### src/rtl/al4s3b_wb_slave_mux.sv
// Wishbone slave sequencer: routes bridge cycles to one of four FPGA slaves and returns a registered ACK.
// Optional watchdog (define WB_SLAVE_MUX_TIMEOUT_EN) force-terminates cycles a slave never acknowledges.
module al4s3b_wb_slave_mux #(
  parameter int                   ADDRWIDTH      = 10,
  parameter int                   DATAWIDTH      = 32,
  parameter logic [7:0]           TIMEOUT_CYCLES = 8'd255,
  parameter logic [DATAWIDTH-1:0] DEF_REG_VALUE  = 32'hFABDEFAC
) (
  input  logic                     WBs_CLK_i,
  input  logic                     WBs_RSTn_i,
  input  logic [ADDRWIDTH-1:0]     WBs_ADR_i,
  input  logic                     WBs_CYC_i,
  input  logic                     WBs_STB_i,
  input  logic                     WBs_WE_i,
  input  logic [3:0]               WBs_BYTE_STB_i,
  input  logic [DATAWIDTH-1:0]     WBs_DAT_i,
  output logic [DATAWIDTH-1:0]     WBs_DAT_o,
  output logic                     WBs_ACK_o,
  output logic [ADDRWIDTH-1:0]     Slv_ADR_o,
  output logic                     Slv_WE_o,
  output logic [3:0]               Slv_BYTE_STB_o,
  output logic [DATAWIDTH-1:0]     Slv_DAT_o,
  output logic [3:0]               Slv_CYC_o,
  input  logic [3:0]               Slv_ACK_i,
  input  logic [4*DATAWIDTH-1:0]   Slv_DAT_i,
  output logic                     Timeout_o,
  output logic [1:0]               Timeout_Slv_o,
  input  logic                     Timeout_Clr_i
);

  typedef enum logic [1:0] {
    S_IDLE = 2'd0,
    S_BUSY = 2'd1,
    S_DONE = 2'd2
  } state_t;

  state_t               r_state;
  state_t               w_state_nxt;
  logic [3:0]           r_slv_cyc;
  logic [3:0]           w_slv_cyc_nxt;
  logic                 r_ack;
  logic                 w_ack_nxt;
  logic [DATAWIDTH-1:0] r_dat;
  logic [DATAWIDTH-1:0] w_dat_nxt;
  logic [1:0]           r_sel;
  logic [1:0]           w_sel_nxt;
  logic [1:0]           w_req_sel;
  logic [DATAWIDTH-1:0] w_sel_dat;

  assign Slv_ADR_o      = WBs_ADR_i;
  assign Slv_WE_o       = WBs_WE_i;
  assign Slv_BYTE_STB_o = WBs_BYTE_STB_i;
  assign Slv_DAT_o      = WBs_DAT_i;

  assign Slv_CYC_o = r_slv_cyc;
  assign WBs_ACK_o = r_ack;
  assign WBs_DAT_o = r_dat;

  assign w_req_sel = WBs_ADR_i[ADDRWIDTH-1 -: 2];

  always_comb begin
    w_sel_dat = '0;
    for (int i = 0; i < 4; i++) begin
      if (r_sel == 2'(i)) w_sel_dat = Slv_DAT_i[i*DATAWIDTH +: DATAWIDTH];
    end
  end

`ifdef WB_SLAVE_MUX_TIMEOUT_EN
  logic [7:0] r_cnt;
  logic       w_cnt_clr;
  logic       w_cnt_inc;
  logic       w_to_set;
  logic       w_expired;
  logic       r_timeout;
  logic [1:0] r_timeout_slv;

  assign w_expired     = (r_cnt == (TIMEOUT_CYCLES - 8'd1));
  assign Timeout_o     = r_timeout;
  assign Timeout_Slv_o = r_timeout_slv;
`else
  logic [DATAWIDTH+8:0] w_unused_cfg;

  assign w_unused_cfg  = {Timeout_Clr_i, TIMEOUT_CYCLES, DEF_REG_VALUE};
  assign Timeout_o     = 1'b0;
  assign Timeout_Slv_o = 2'd0;
`endif

  always_comb begin
    w_state_nxt   = r_state;
    w_slv_cyc_nxt = r_slv_cyc;
    w_ack_nxt     = 1'b0;
    w_dat_nxt     = r_dat;
    w_sel_nxt     = r_sel;
`ifdef WB_SLAVE_MUX_TIMEOUT_EN
    w_cnt_clr     = 1'b0;
    w_cnt_inc     = 1'b0;
    w_to_set      = 1'b0;
`endif
    case (r_state)
      S_IDLE: begin
        if (WBs_CYC_i && WBs_STB_i) begin
          w_sel_nxt     = w_req_sel;
          w_slv_cyc_nxt = 4'b0001 << w_req_sel;
`ifdef WB_SLAVE_MUX_TIMEOUT_EN
          w_cnt_clr     = 1'b1;
`endif
          w_state_nxt   = S_BUSY;
        end
      end
      S_BUSY: begin
        // Abort beats ACK, and a slave ACK beats an expiring watchdog.
        if (!WBs_CYC_i) begin
          w_slv_cyc_nxt = 4'b0000;
          w_state_nxt   = S_IDLE;
        end else if (Slv_ACK_i[r_sel]) begin
          w_dat_nxt     = w_sel_dat;
          w_slv_cyc_nxt = 4'b0000;
          w_ack_nxt     = 1'b1;
          w_state_nxt   = S_DONE;
        end
`ifdef WB_SLAVE_MUX_TIMEOUT_EN
        else if (w_expired) begin
          w_dat_nxt     = DEF_REG_VALUE;
          w_slv_cyc_nxt = 4'b0000;
          w_ack_nxt     = 1'b1;
          w_to_set      = 1'b1;
          w_state_nxt   = S_DONE;
        end else begin
          w_cnt_inc     = 1'b1;
        end
`endif
      end
      S_DONE: begin
        w_state_nxt = S_IDLE;
      end
      default: begin
        w_slv_cyc_nxt = 4'b0000;
        w_state_nxt   = S_IDLE;
      end
    endcase
  end

  always_ff @(posedge WBs_CLK_i or negedge WBs_RSTn_i) begin
    if (!WBs_RSTn_i) begin
      r_state   <= S_IDLE;
      r_slv_cyc <= 4'b0000;
      r_ack     <= 1'b0;
      r_dat     <= '0;
      r_sel     <= 2'd0;
    end else begin
      r_state   <= w_state_nxt;
      r_slv_cyc <= w_slv_cyc_nxt;
      r_ack     <= w_ack_nxt;
      r_dat     <= w_dat_nxt;
      r_sel     <= w_sel_nxt;
    end
  end

`ifdef WB_SLAVE_MUX_TIMEOUT_EN
  // Watchdog counter saturates at 8'hFF rather than wrapping.
  always_ff @(posedge WBs_CLK_i or negedge WBs_RSTn_i) begin
    if (!WBs_RSTn_i) begin
      r_cnt <= 8'd0;
    end else if (w_cnt_clr) begin
      r_cnt <= 8'd0;
    end else if (w_cnt_inc && (r_cnt != 8'hFF)) begin
      r_cnt <= r_cnt + 8'd1;
    end
  end

  always_ff @(posedge WBs_CLK_i or negedge WBs_RSTn_i) begin
    if (!WBs_RSTn_i) begin
      r_timeout     <= 1'b0;
      r_timeout_slv <= 2'd0;
    end else if (w_to_set) begin
      r_timeout     <= 1'b1;
      r_timeout_slv <= r_sel;
    end else if (Timeout_Clr_i) begin
      r_timeout     <= 1'b0;
    end
  end
`endif

endmodule

### config.mk
export PLATFORM = sky130hd
export DESIGN_NAME = al4s3b_wb_slave_mux
export DESIGN_NICKNAME = d
export VERILOG_FILES = /design/src/rtl/al4s3b_wb_slave_mux.sv
export SDC_FILE = /design/constraint.sdc
export NUM_CORES = 1
export LEC_CHECK = 0
export CAP_MARGIN = 20
export CORE_AREA = 2 2 104 106
export CTS_CLUSTER_DIAMETER = 150
export DETAILED_ROUTE_END_ITERATION = 10
export DIE_AREA = 0 0 106 108
export DONT_BUFFER_PORTS = 1
export GPL_ROUTABILITY_DRIVEN = 0
export SETUP_SLACK_MARGIN = 0.4
export SYNTH_ARGS = -nofsm -noshare
export SYNTH_HDL_FRONTEND = slang
export SYNTH_SLANG_ARGS = --single-unit
### constraint.sdc
create_clock -name WBs_CLK_i -period 2.65 [get_ports WBs_CLK_i]
set_input_delay 0.53 -clock WBs_CLK_i [delete_from_list [all_inputs] [get_ports WBs_CLK_i]]
set_output_delay 0.53 -clock WBs_CLK_i [all_outputs]
set_load 0.01 [all_outputs]
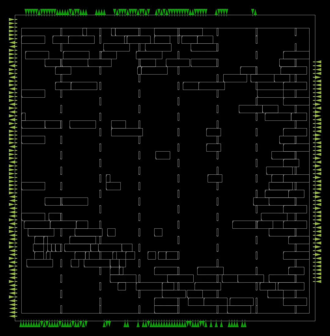
Figure 1: cell placement.
total number of tap cells: 136
number of sequential cells: 41
count of standard-cell rows: 37
final core area utilization: 0.267
core area: 10200 um2

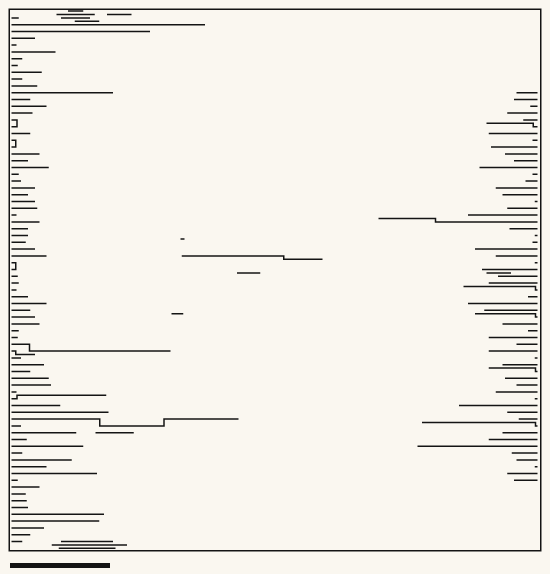
Figure 2: M3 wires.
The bar under the picture is 20 um long.
longest straight run: 38.4 um
main direction: horizontal
share of all routed wire: 14%
nets with wire on the layer: 137
wire length on this layer: 1050 um

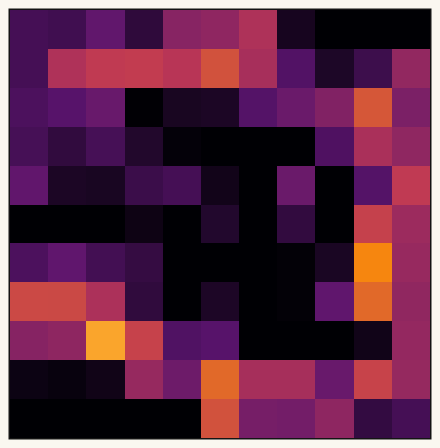
Figure 3: cell area per tile.
11 x 11 tiles, from black (low) to pale yellow (high), 0 to 100% covered.
tiles over 75% full: 0.80%
emptiest ninth of the die: middle
fullest tile: 81%
mean over tiles: 22%

==> reports/summary.rpt <==
WORST SETUP PATH
--------------------------------------------------------------------------------
Worst path depth                                                               4
Launch point of the worst path                                          r_sel[0]
Combined buffer and inverter count along the critical path                     1

TIMING
--------------------------------------------------------------------------------
Post-Route Setup TNS                                                        0 ps
Tcrit/Tclk final                                                           0.699
Crit path time final                                                     1850 ps

PWR
--------------------------------------------------------------------------------
Largest Pwr Group                                                      registers
Clock-net power                                                         0.522 mW
Share of total power consumed by net switching                             0.317
Worst IR drop on VDD                                                    0.335 mV

CTS
--------------------------------------------------------------------------------
Quantity of hold-fixing buffers added after cts                                1
Insertion delay at the late pin of the worst-skew pair                    290 ps
Maximum clock path buffer count                                                2
Num Clock Sinks                                                               41

LAYOUT
--------------------------------------------------------------------------------
Area Growth Syn to Fin                                                    -4.37%
Inverter tally of the final layout excluding the clock network                 5
Area used by multi-input combinational logic                            1340 um2
Fraction of standard cell area that is sequential                          0.376
Number of nets in the layout                                                 327
Leading cell type in the layout, fill and taps excluded             sky130_fd_sc_hd__dfrtp_1
Filler cell count in the final layout                                       1008

DRT
--------------------------------------------------------------------------------
Pre-Repair DR Iteration Count                                                  4
Number of antenna-violating nets in the routed design                          0
Number of vias after detailed routing                                       1419

PLACEMENT
--------------------------------------------------------------------------------
Placed instance area                                                    2600 um2
DPL Wire Length                                                          6.13 mm

YOSYS
--------------------------------------------------------------------------------
Ys Warns                                                                       0
Fraction of the mapped netlist area in adder cells                             0
Main logic family                                                   multiplexers
FF+latch count, synth                                                         41
Post-Synth XOR/XNOR Area                                                       0
Top-area cell type share of the netlist area                               0.359
Post-synth area hogs                                                sky130_fd_sc_hd__dfrtp_1 (36%), sky130_fd_sc_hd__mux4_2 (26%), sky130_fd_sc_hd__mux2_4 (15%)
Share of the yosys chip area belonging to registers                        0.359
Post-synthesis cell count                                                    189
Mux contribution to synthesized area                                       0.427
Post-synthesis instance area                                            2860 um2

GLOBAL ROUTE
--------------------------------------------------------------------------------
Number of antenna violations at the first check in global routing              0

FLOORPLANNING
--------------------------------------------------------------------------------
DIE WIDTH                                                                 106 um
Pre-placement core utilization                                             0.280

STATUS
--------------------------------------------------------------------------------
Status                                                                 completed

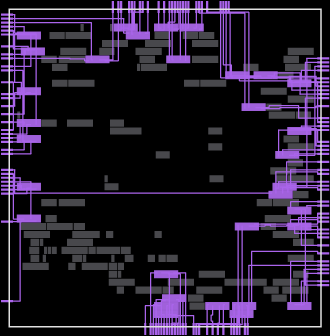
Figure 4: wires at chosen ports, followed through buffers.
legend:
  purple:
    port: Slv_DAT_i
    bits: 128
    direction: input
    edge: 41 right, 32 left, 28 bottom, 27 top
    end_cells: 32
    wire: 2210 um

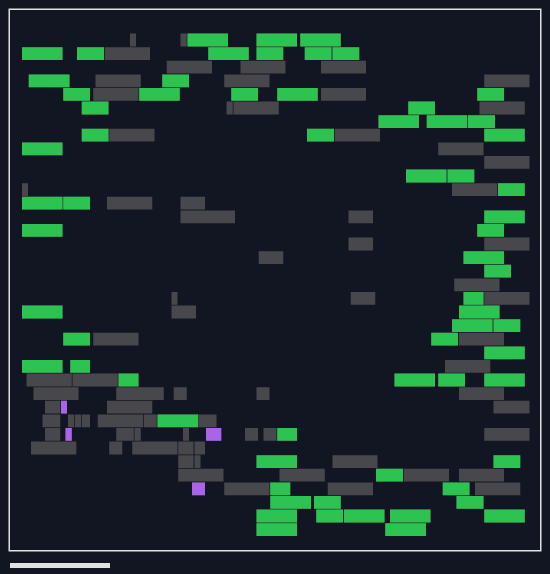
Figure 5: selected gate families.
The bar under the picture is 20 um long.
legend:
  purple:
    family: NAND gates
    cells: 4
    most_used: nand2_1
    where: bottom left
  green:
    family: multiplexers
    cells: 66
    most_used: mux4_2
    where: all over the die

==> metal layers <==
metal / GRT usage / part of all wire
met1: 0.130 / 0.33
met5: 0 / 0
met3: 0.0711 / 0.14
met2: 0.219 / 0.51
met4: 0.0404 / 0.020
==> per-stage QoR <==
| stage | hold slack, ps | worst slack (ps) | instances | power (mW) |
|---|---|---|---|---|
| finish | 82.4 | 799 | 281 | 2.63 |
| floorplan | 234 | 859 | 191 | 2.03 |
| CTS | 70.4 | 791 | 280 | 2.69 |
| detailed placement | 235 | 689 | 271 | 2.13 |
| global placement | 235 | 697 | 271 | 2.10 |
| global route | 77.2 | 720 | 280 | 2.80 |
==> state kept, by name, indices dropped and copies added, names as in the netlist <==
name       cells
r_state        2
WBs_DAT_o     32
WBs_ACK_o      1
Slv_CYC_o      4
r_sel          2
==> cell usage after synthesis <==
master	n
sky130_fd_sc_hd__nand2_1	2
sky130_fd_sc_hd__conb_1	1
sky130_fd_sc_hd__o2bb2ai_1	2
sky130_fd_sc_hd__mux2_2	5
sky130_fd_sc_hd__buf_2	3
sky130_fd_sc_hd__clkbuf_1	4
sky130_fd_sc_hd__buf_4	50
sky130_fd_sc_hd__nand3b_1	1
sky130_fd_sc_hd__nor4bb_1	1
sky130_fd_sc_hd__a32o_1	2
sky130_fd_sc_hd__dfrtp_1	41
sky130_fd_sc_hd__inv_1	5
sky130_fd_sc_hd__a2111oi_0	1
sky130_fd_sc_hd__o21ai_0	1
sky130_fd_sc_hd__buf_12	3
sky130_fd_sc_hd__buf_6	2
sky130_fd_sc_hd__mux4_2	33
sky130_fd_sc_hd__nor2_1	1
sky130_fd_sc_hd__o22ai_1	1
sky130_fd_sc_hd__mux2_4	28
sky130_fd_sc_hd__and3b_1	1
sky130_fd_sc_hd__nand2b_2	1
Power is estimated from default activity; no workload was simulated.
